[config.mk]
export PLATFORM = sky130hd
export DESIGN_NAME = axis_rgb_packer
export DESIGN_NICKNAME = d
export VERILOG_FILES = /design/src/rtl/pkg_video_stream.sv /design/src/rtl/axis_out_reg.sv /design/src/rtl/axis_rgb_packer.sv
export SDC_FILE = /design/constraint.sdc
export NUM_CORES = 1
export LEC_CHECK = 0
export ABC_AREA = 1
export CAP_MARGIN = 25
export CORE_MARGIN = 5
export CORE_UTILIZATION = 48
export DETAILED_ROUTE_END_ITERATION = 12
export PLACE_DENSITY_LB_ADDON = 0.08
export SLEW_MARGIN = 20
export SYNTH_ARGS = -nofsm -noshare
export SYNTH_HDL_FRONTEND = slang
export SYNTH_SLANG_ARGS = --single-unit
[constraint.sdc]
create_clock -name aclk -period 1.6 [get_ports aclk]
set_clock_uncertainty 0.2 [all_clocks]
set_input_delay 0.16 -clock aclk [delete_from_list [all_inputs] [get_ports aclk]]
set_output_delay 0.16 -clock aclk [all_outputs]
set_load 0.005 [all_outputs]
[src/rtl/pkg_video_stream.sv]
// Shared widths, state encoding and byte-enable constants for the
// pixel-to-word packing stream path.
package pkg_video_stream;

    localparam int PIX_BYTES  = 3;
    localparam int WORD_BYTES = 4;

    typedef enum logic {
        RUN   = 1'b0,
        FLUSH = 1'b1
    } pack_state_e;

    localparam logic [WORD_BYTES-1:0] KEEP_1 = 4'h1;
    localparam logic [WORD_BYTES-1:0] KEEP_2 = 4'h3;
    localparam logic [WORD_BYTES-1:0] KEEP_3 = 4'h7;
    localparam logic [WORD_BYTES-1:0] KEEP_4 = 4'hF;

endpackage

[src/rtl/axis_out_reg.sv]
// Single-stage AXI4-Stream output register; loads whenever the slot is
// empty or being drained, otherwise holds every output stable.
module axis_out_reg
    import pkg_video_stream::*;
(
    input  logic                    clk,
    input  logic                    rst_n,
    input  logic                    ld_valid,
    input  logic [8*WORD_BYTES-1:0] ld_data,
    input  logic [WORD_BYTES-1:0]   ld_keep,
    input  logic                    ld_last,
    input  logic                    ld_user,
    output logic                    ld_ok,
    output logic [8*WORD_BYTES-1:0] m_tdata,
    output logic [WORD_BYTES-1:0]   m_tkeep,
    output logic                    m_tvalid,
    input  logic                    m_tready,
    output logic                    m_tlast,
    output logic                    m_tuser
);

    logic                    valid_q, valid_d;
    logic [8*WORD_BYTES-1:0] data_q, data_d;
    logic [WORD_BYTES-1:0]   keep_q, keep_d;
    logic                    last_q, last_d;
    logic                    user_q, user_d;

    assign ld_ok = !valid_q || m_tready;

    always_comb begin
        valid_d = valid_q;
        data_d  = data_q;
        keep_d  = keep_q;
        last_d  = last_q;
        user_d  = user_q;
        if (ld_ok) begin
            valid_d = ld_valid;
            if (ld_valid) begin
                data_d = ld_data;
                keep_d = ld_keep;
                last_d = ld_last;
                user_d = ld_user;
            end
        end
    end

    always_ff @(posedge clk or negedge rst_n) begin
        if (!rst_n) begin
            valid_q <= 1'b0;
            data_q  <= '0;
            keep_q  <= '0;
            last_q  <= 1'b0;
            user_q  <= 1'b0;
        end else begin
            valid_q <= valid_d;
            data_q  <= data_d;
            keep_q  <= keep_d;
            last_q  <= last_d;
            user_q  <= user_d;
        end
    end

    assign m_tvalid = valid_q;
    assign m_tdata  = data_q;
    assign m_tkeep  = keep_q;
    assign m_tlast  = last_q;
    assign m_tuser  = user_q;

endmodule

[src/rtl/axis_rgb_packer.sv]
// Packs 24-bit RGB beats byte-contiguously into 32-bit words, flushing a
// partial word at each end of line and recovering from mid-line SOF.
module axis_rgb_packer
    import pkg_video_stream::*;
#(
    parameter int ERR_CNT_W = 16
) (
    input  logic                 aclk,
    input  logic                 aresetn,
    input  logic [23:0]          s_tdata,
    input  logic                 s_tvalid,
    output logic                 s_tready,
    input  logic                 s_tlast,
    input  logic                 s_tuser,
    output logic [31:0]          m_tdata,
    output logic [3:0]           m_tkeep,
    output logic                 m_tvalid,
    input  logic                 m_tready,
    output logic                 m_tlast,
    output logic                 m_tuser,
    output logic                 o_sof_err,
    output logic [ERR_CNT_W-1:0] o_sof_err_cnt
);

    pack_state_e          state_q, state_d;
    logic [1:0]           res_q, res_d;
    logic [23:0]          resid_q, resid_d;
    logic                 sof_pend_q, sof_pend_d;
    logic                 sof_err_q, sof_err_d;
    logic [ERR_CNT_W-1:0] err_cnt_q, err_cnt_d;

    logic        ld_ok;
    logic        w_valid;
    logic [31:0] w_data;
    logic [3:0]  w_keep;
    logic        w_last;
    logic        w_user;
    logic [1:0]  eff_res;
    logic        pend;
    logic        s_tready_c;

    always_comb begin
        state_d    = state_q;
        res_d      = res_q;
        resid_d    = resid_q;
        sof_pend_d = sof_pend_q;
        sof_err_d  = 1'b0;
        err_cnt_d  = err_cnt_q;
        w_valid    = 1'b0;
        w_data     = '0;
        w_keep     = KEEP_4;
        w_last     = 1'b0;
        w_user     = 1'b0;
        s_tready_c = 1'b0;
        eff_res    = res_q;
        pend       = sof_pend_q;
        unique case (state_q)
            RUN: begin
                s_tready_c = ld_ok;
                if (s_tvalid && ld_ok) begin
                    // SOF restarts packing; any mid-line residual is dropped
                    if (s_tuser) begin
                        pend    = 1'b1;
                        eff_res = 2'd0;
                        if (res_q != 2'd0) begin
                            sof_err_d = 1'b1;
                            if (err_cnt_q != '1) begin
                                err_cnt_d = err_cnt_q + 1'b1;
                            end
                        end
                    end
                    unique case (eff_res)
                        2'd0: begin
                            if (s_tlast) begin
                                w_valid = 1'b1;
                                w_data  = {8'h00, s_tdata};
                                w_keep  = KEEP_3;
                                w_last  = 1'b1;
                                res_d   = 2'd0;
                            end else begin
                                resid_d = s_tdata;
                                res_d   = 2'd3;
                            end
                        end
                        2'd3: begin
                            w_valid = 1'b1;
                            w_data  = {s_tdata[7:0], resid_q};
                            resid_d = {8'h00, s_tdata[23:8]};
                            res_d   = 2'd2;
                            if (s_tlast) begin
                                state_d = FLUSH;
                            end
                        end
                        2'd2: begin
                            w_valid = 1'b1;
                            w_data  = {s_tdata[15:0], resid_q[15:0]};
                            resid_d = {16'h0000, s_tdata[23:16]};
                            res_d   = 2'd1;
                            if (s_tlast) begin
                                state_d = FLUSH;
                            end
                        end
                        2'd1: begin
                            w_valid = 1'b1;
                            w_data  = {s_tdata, resid_q[7:0]};
                            w_last  = s_tlast;
                            res_d   = 2'd0;
                        end
                    endcase
                    w_user     = pend;
                    sof_pend_d = pend && !w_valid;
                end
            end
            FLUSH: begin
                if (ld_ok) begin
                    w_valid    = 1'b1;
                    w_last     = 1'b1;
                    w_user     = sof_pend_q;
                    sof_pend_d = 1'b0;
                    res_d      = 2'd0;
                    state_d    = RUN;
                    if (res_q == 2'd2) begin
                        w_data = {16'h0000, resid_q[15:0]};
                        w_keep = KEEP_2;
                    end else begin
                        w_data = {24'h000000, resid_q[7:0]};
                        w_keep = KEEP_1;
                    end
                end
            end
        endcase
    end

    always_ff @(posedge aclk or negedge aresetn) begin
        if (!aresetn) begin
            state_q    <= RUN;
            res_q      <= 2'd0;
            resid_q    <= '0;
            sof_pend_q <= 1'b0;
            sof_err_q  <= 1'b0;
            err_cnt_q  <= '0;
        end else begin
            state_q    <= state_d;
            res_q      <= res_d;
            resid_q    <= resid_d;
            sof_pend_q <= sof_pend_d;
            sof_err_q  <= sof_err_d;
            err_cnt_q  <= err_cnt_d;
        end
    end

    axis_out_reg u_out (
        .clk      (aclk),
        .rst_n    (aresetn),
        .ld_valid (w_valid),
        .ld_data  (w_data),
        .ld_keep  (w_keep),
        .ld_last  (w_last),
        .ld_user  (w_user),
        .ld_ok    (ld_ok),
        .m_tdata  (m_tdata),
        .m_tkeep  (m_tkeep),
        .m_tvalid (m_tvalid),
        .m_tready (m_tready),
        .m_tlast  (m_tlast),
        .m_tuser  (m_tuser)
    );

    assign s_tready      = s_tready_c;
    assign o_sof_err     = sof_err_q;
    assign o_sof_err_cnt = err_cnt_q;

endmodule
run_1/m1.png
(4 px per um) Supply wires on this layer in grey. Cells faint in the background.
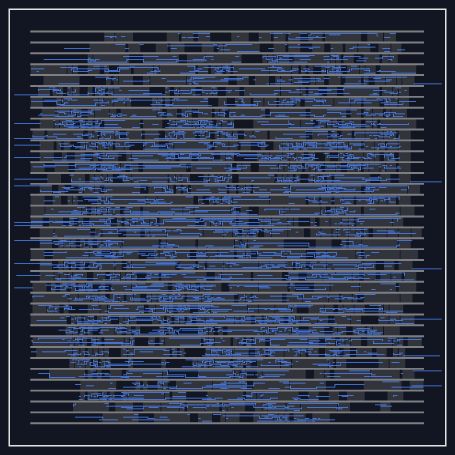
main direction = horizontal
nets with wire on the layer = 793
Routed WL: 16200 um
met1 usage: 0.321
total number of vias: 5341

run_1/m2.png
(4 px per um)
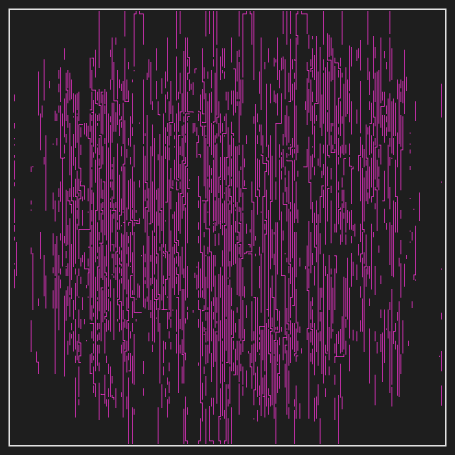
share of all routed wire = 50%
wire length on this layer = 8150 um

run_1/m3.png
(4 px per um) Cells faint in the background.
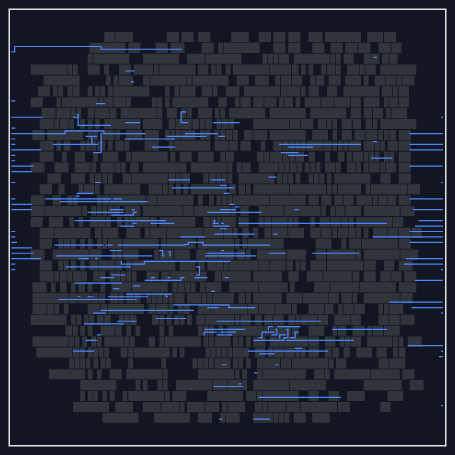
wire length on this layer = 1120 um
main direction = horizontal
share of all routed wire = 6.9%
longest straight run = 36.8 um
met3 usage: 0.0385

==> results.txt, run 1 <==
flow finished, numbers: status=complete, but fails checks, failing checks=negative setup slack, Syn Area/Cell=7.10 um^2, Seq/Total Area, Yosys=0.449, reg2reg start=res_q[0], Commonest cells post-synth=nand2_1, dfrtp_1, nor2_1, nand3_1, inv_1, cell count after placement=928, CORE AREA=around 0.0096 mm^2, metal3 WL=1120 um, root buf cell=clkbuf_8, hold_ws=61.8 ps, minimum clock period=1640 ps, GRT Resource Usage Total=0.256, RSZ-0062 raised after global routing=true, Compound Share, Synth=0.0476, Area growth syn-to-layout=59.0%, Worst path slowest cell=dfrtp_1, sequential share of power=0.367, Reg clk slew, reported paths=80 ps, CTS tree=yes, Net Sw Frac=0.360, XOR/XNOR Area Share=0.0187, Synth cell types=31, share of post-route cells with drive strength above 1=0.297, die area=0.0118 mm^2, R2R cell count=9, Worst Setup EP=resid_q[11], dominant logic cell type in the layout=nand2_1, Simple-Gate Fraction of Synth Area=0.420, Clock power frac=0.204, Final ANT Viol Nets=0, # Cells Yosys=659, Setup-failing EPs final=22, fmax=0.610 GHz, endpoints failing hold=0, Syn Nets=690, logic area=0.00274 mm^2, Area leader share=0.449, post-layout util=0.772, met1 WL=6360 um, share of synthesized registers carrying an async set or reset=1.00, crit-path max cell delay=420 ps, post-DR wirelength/cell=16.4 um, Iter 0 DRT Violations=459, cell with the most instances after synthesis=nand2_1, CP startpoint kind=flip-flop, cts bufs inserted=9, Synth Register Bits=84, main area contributors=dfrtp_1, nand2_1, nand3_1, vias in the first global route=4946, adder share=0.00267, Min-Delay Path Class=primary input to asynchronous set/reset pin, number of enable flip-flop cells=0, Internal=5.67 mW, Highest Signal Layer=met4, Top Usage Layer GRT=met2, Tool Warnings=29, Finished Layout Cells=approximately 990, Top logic family=simple AND/OR/NAND/NOR gates, largest net degree at the start of global routing=38, Slew headroom=0.758, Starting Density=0.486, max-cap viol count=0, P_sw=3.19 mW, worst slew pin tran=363 ps, nets@finish=883, CP max FO=6, DRC=0, cell area after synthesis=approximately 0.0047 mm^2, Post-DP Area=0.00623 mm^2, worst setup margin=-40.5 ps, initial antenna violation count=0, Via-to-Cell Ratio=5.41, total global routing overflow=0, port bufs=around 86, clk buf depth=2, cell taking the most area after synthesis=dfrtp_1, Main synth FF type=dfrtp_1, Storage cell area=0.00210 mm^2, CP endpoint kind=flip-flop, H-tree depth=3, cell area power density=roughly 1200 mW/mm^2, DR pass1 iterations=5, r2r setup slk=-40 ps, die y size=109 um, Fillers=708, design area=about 0.0074 mm^2, # IOs=87, RR Endpoint=resid_q[11], Latency at later pin=370 ps, CP arrival=1740 ps, Chip Area, Yosys=0.00468 mm^2, Synth Instances=between 600 and 700, combinational share of power=0.429, Final Cycle Share=1.03, max-slew violations=0, YS warnings=0, Cell Rows=36, Max IR drop VDD=0.000799 V, Die Width=109 um, grt met2 use=0.444, Multiplexer share=0, gpl congestion=about 0.9, Leakage=3.97 nW, global-route wire length before repair=~24000 um, worst path cell trace=nand2_4 -> buf_6 -> nor2_4 -> buf_6 -> clkbuf_16 -> nand2_2 -> o21ai_1 -> nand2_1 -> o21ai_1, DR WL met2=slightly above 8000 um, CP startpoint=res_q[0], top logic cells by instance count in the layout=nand2_1, buf_4, dfrtp_1, clock sinks=84, DPL Wire Length=9910 um, Critical Setup Path Class=flip-flop to flip-flop, WP data required=roughly 1700 ps, Ant. Diodes=0
[run 1: timing repair]
item | CTS | global route
cloned | 2 | 6
setup endpoints to repair | 99 | 93
setup buffers | 18 | 19
hold buffers | 1 | 0
resized | 73 | 155
pin swaps | 7 | 55
hold endpoints to repair | 84 | 0
[run 1: sequential cells by signal, indices dropped and copies added, names as in the netlist]
| register | flops |
|---|---|
| u_out.m_tdata | 32 |
| o_sof_err | 1 |
| o_sof_err_cnt | 16 |
| resid_q | 24 |
| res_q | 2 |
| state_q | 1 |
| u_out.m_tvalid | 1 |
| u_out.m_tlast | 1 |
| u_out.m_tkeep | 4 |
| u_out.m_tuser | 1 |
| sof_pend_q | 1 |
[run 1: metrics by stage]
step	power (mW)	setup WS (ps)	setup TNS [ps]
after floorplan	4.69	-21.8	-218
after global placement	6.31	-369	-22090
after detailed placement	6.39	-418	-23690
after CTS	8.23	-116	-598
after global routing	9.38	-116	-4470
final	8.86	-40.5	-377
[run 1: area by class of cell]
type | instances | area share
Inverter | 37 | 0.0217
Sequential cell | 84 | 0.283
Timing Repair Buffer | 205 | 0.274
Clock inverter | 5 | 0.0138
Multi-Input combinational cell | 515 | 0.368
Clock buffer | 9 | 0.0166
Tap cell | 133 | 0.0224
[run 1: power groups by stage]
stage / Clock (mW) / Combinational [mW] / Sequential, mW
finish: 1.81 / 3.80 / 3.25
global route: 1.92 / 4.14 / 3.32
CTS: 1.83 / 3.21 / 3.18
detailed placement: 0 / 3.16 / 3.23
global placement: 0 / 3.09 / 3.22
floorplan: 0 / 1.48 / 3.22
[run 1: worst max-delay path: cells and delay by family (launching register included)]
family | cells | cell delay, ps
AND-OR/OR-AND | 2 | 140
flip-flops | 1 | 420
buffers and inverters | 3 | 440
AND/OR/NAND/NOR | 4 | 370
==> inputs of run 2 (changes only) <==
- SYNTH_HIERARCHICAL: default -> 1
run_2/m1.png
(4 px per um) Supply wires on this layer in grey. Cells faint in the background.
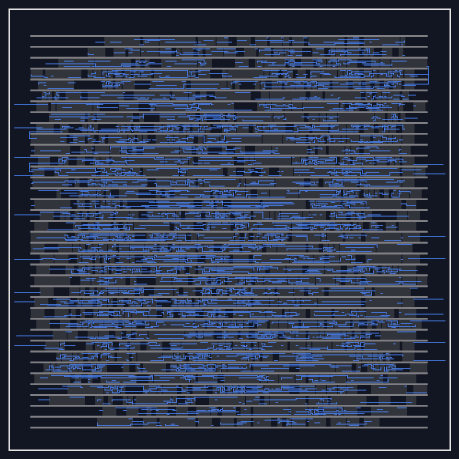
share of all routed wire = 38%
longest straight run = 35.9 um
main direction = horizontal
nets with wire on the layer = 854
wire length on this layer = 6910 um
Routed WL: 18400 um
total number of vias: 5774
met1 usage: 0.343

==> results.txt, run 2 <==
flow finished, numbers: status=complete, but fails checks, failing checks=negative setup slack, largest net degree at the start of global routing=35 (-7.9%), DPL Wire Length=11400 um (+15%), Area leader share=0.439 (-0.00986), total global routing overflow=0 (unchanged), Cell Rows=36 (unchanged), # Cells Yosys=680 (+3.2%), Synth cell types=28 (-9.7%), Tot Pwr=9.82 mW (+11%), # IOs=87 (unchanged), max-slew violations=0 (unchanged), gpl congestion=0.934 (+2.0%), met3 usage=0.0452 (+0.00673), Worst path slowest cell=dfrtp_1, r2r setup slk=-230 ps (-190 ps), Top Usage Layer GRT=met2, worst setup margin=-230 ps (-189 ps), Iter 0 DRT Violations=551 (+20%), Final TNS setup=-12260 ps (-11890 ps), Critical Setup Path Class=flip-flop to flip-flop, post-layout util=0.798 (+0.0262), CP arrival=1880 ps (+140 ps), Final ANT Viol Nets=0 (unchanged), Die Width=110 um (+1.0%), Seq/Total Area, Yosys=0.439 (-0.00986), grt met2 use=0.485 (+0.0413), cell with the most instances after synthesis=nand2_1, max-cap viol count=0 (unchanged), share of synthesized registers carrying an async set or reset=1.00 (unchanged), crit-path max cell delay=420 ps (about the same), CP endpoint kind=flip-flop, YS warnings=6 (+6), Finished Layout Cells=1033 (+4.6%), vias in the first global route=5506 (+11%), port bufs=86 (unchanged), minimum clock period=1830 ps (+189 ps), Final Cycle Share=1.14 (+0.118), Min-Delay Path Class=primary input to asynchronous set/reset pin, Compound Share, Synth=0.0918 (+0.0442), Leakage=4.24 nW (+6.7%), XOR/XNOR Area Share=0.0110 (-0.00773), Reg clk slew, reported paths=90 ps (about the same), fmax=0.546 GHz (-10%), post-DR wirelength/cell=17.8 um (+8.4%), CTS tree=yes, met1 WL=6910 um (+8.7%), number of enable flip-flop cells=0 (unchanged), cell taking the most area after synthesis=dfrtp_1, root buf cell=clkbuf_8, WP data required=1650 ps (-50 ps), DR WL met2=9240 um (+13%), CP startpoint kind=flip-flop, DR pass1 iterations=6 (+1), Syn Nets=711 (+3.0%), nets@finish=926 (+4.9%), die y size=110 um (+1.0%), Synth Register Bits=84 (unchanged), Via-to-Cell Ratio=5.59 (+3.4%), max reg flops=32 (unchanged), Main synth FF type=dfrtp_1, cell area after synthesis=0.00479 mm^2 (+2.2%), adder share=0.00261 (-0.0000587), Latency at later pin=370 ps (about the same), reg2reg start=res_q[1], Ant. Diodes=0 (unchanged), pre-CTS setup slack=-684 ps (-266 ps), Setup-failing EPs final=81 (+270%), hold_ws=59.5 ps (-2.31 ps), Starting Density=0.492 (+0.00631), CORE AREA=0.00973 mm^2 (+0.93%), Synth Instances=680 (+3.2%), R2R cell count=9 (unchanged), RR Endpoint=u_out/m_tdata[19], metal3 WL=1300 um (+16%), cell area power density=1260 mW/mm^2 (+6.2%), CP delay by family, top=simple AND/OR/NAND/NOR gates, GRT Resource Usage Total=0.280 (+0.0239), global-route wire length before repair=26100 um (+10%), Commonest cells post-synth=nand2_1, dfrtp_1, nand3_1, inv_1, o21ai_0, Syn Area/Cell=7.04 um^2 (-0.91%), endpoints failing hold=0 (unchanged), Area growth syn-to-layout=62.2%, clk buf depth=2 (unchanged), RSZ-0062 raised after global routing=true, Simple-Gate Fraction of Synth Area=0.363 (-0.0571), Post-DP Area=0.00655 mm^2 (+5.1%), Chip Area, Yosys=0.00479 mm^2 (+2.2%), main area contributors=dfrtp_1, nand2_1, nand3_1, worst path cell trace=nand2_2 -> nand2_4 -> buf_6 -> nor2_4 -> o21ai_4 -> nand2_4 -> buf_12 -> nand2_1 -> nand2_1, Tool Warnings=29 (unchanged), cell count after placement=980 (+5.6%), CP Buf/Inv Count=2 (-1), cts bufs inserted=9 (unchanged), Multiplexer share=0 (unchanged), die area=0.0121 mm^2 (+2.0%), Highest Signal Layer=met4, DRC=0 (unchanged), Max IR drop VDD=0.000796 V (-0.34%), top logic cells by instance count in the layout=nand2_1, buf_4, dfrtp_1, CP max FO=20 (+14), clock sinks=84 (unchanged), H-tree depth=3 (unchanged), share of post-route cells with drive strength above 1=0.326 (+0.0285), initial antenna violation count=0 (unchanged), design area=0.00776 mm^2 (+4.4%), dominant logic cell type in the layout=nand2_1, Top logic family=simple AND/OR/NAND/NOR gates
run_2/m3.png
(4 px per um) Cells faint in the background.
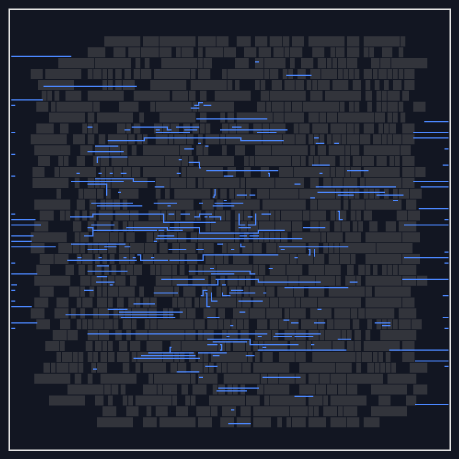
longest straight run = 44.6 um
nets with wire on the layer = 147
wire length on this layer = 1300 um
main direction = horizontal
share of all routed wire = 7.0%

## run 2: netlist changes by cell type after synthesis, sizes merged, moves of 3 or more
| cell | change |
|---|---|
| inv | +29 |
| xnor2 | -3 |
| o22ai | +14 |
| nand2 | -17 |
| nor2 | -45 |
| buf | +5 |
| nand3 | +5 |
| o21ai | +33 |
## run 2: worst register-to-register path, stage by stage, from the launching register on
cell and delay (ps):
dfrtp_1 420, nand2_2 120, nand2_4 110, buf_6 110, nor2_4 50, o21ai_4 230, nand2_4 160, buf_12 190
nand2_1 70, nand2_1 50
## run 2: power by group
part / leakage, nW / switching, mW / internal (mW)
Clock: 0.120 / 0.824 / 1.09
Sequential: 1.11 / 0.385 / 2.79
Combinational: 3.01 / 2.53 / 2.20
## run 2: layout make-up
cell class	instances	area [um^2]
clock buffers	11	141
clock inverters	5	106
fillers	669	1960
inverters	67	263
multi-input cells	503	2720
flip-flops and latches	84	2100
well taps	133	166
repair buffers	230	2260
## run 2: worst max path at each step
| stage | start | to | slack [ps] | depth (start not counted) |
|---|---|---|---|---|
| 3_3_place_gp | s_tuser | u_out/m_tdata[18] | -620 | 10 |
| 6_report | res_q[1] | u_out/m_tdata[19] | -230 | 9 |
| 3_5_place_dp | m_tready | u_out/m_tdata[18] | -680 | 10 |
| 5_1_grt | u_out/m_tvalid | resid_q[7] | -280 | 10 |
| 4_1_cts | res_q[0] | u_out/m_tdata[18] | -140 | 11 |
| 2_1_floorplan | u_out/m_tvalid | o_sof_err_cnt[3] | -250 | 10 |
## run 2: what timing repair did
item                                    in CTS  in global routing
buffers inserted                            15                 10
cloned                                       5                  7
resized                                    142                125
endpoints found under the hold margin       84                  0
hold buffers                                 1                  0
endpoints found under the setup margin     120                 98
pin swaps                                   33                 27
No activity file was given, so power comes from the tool's default toggle rates.
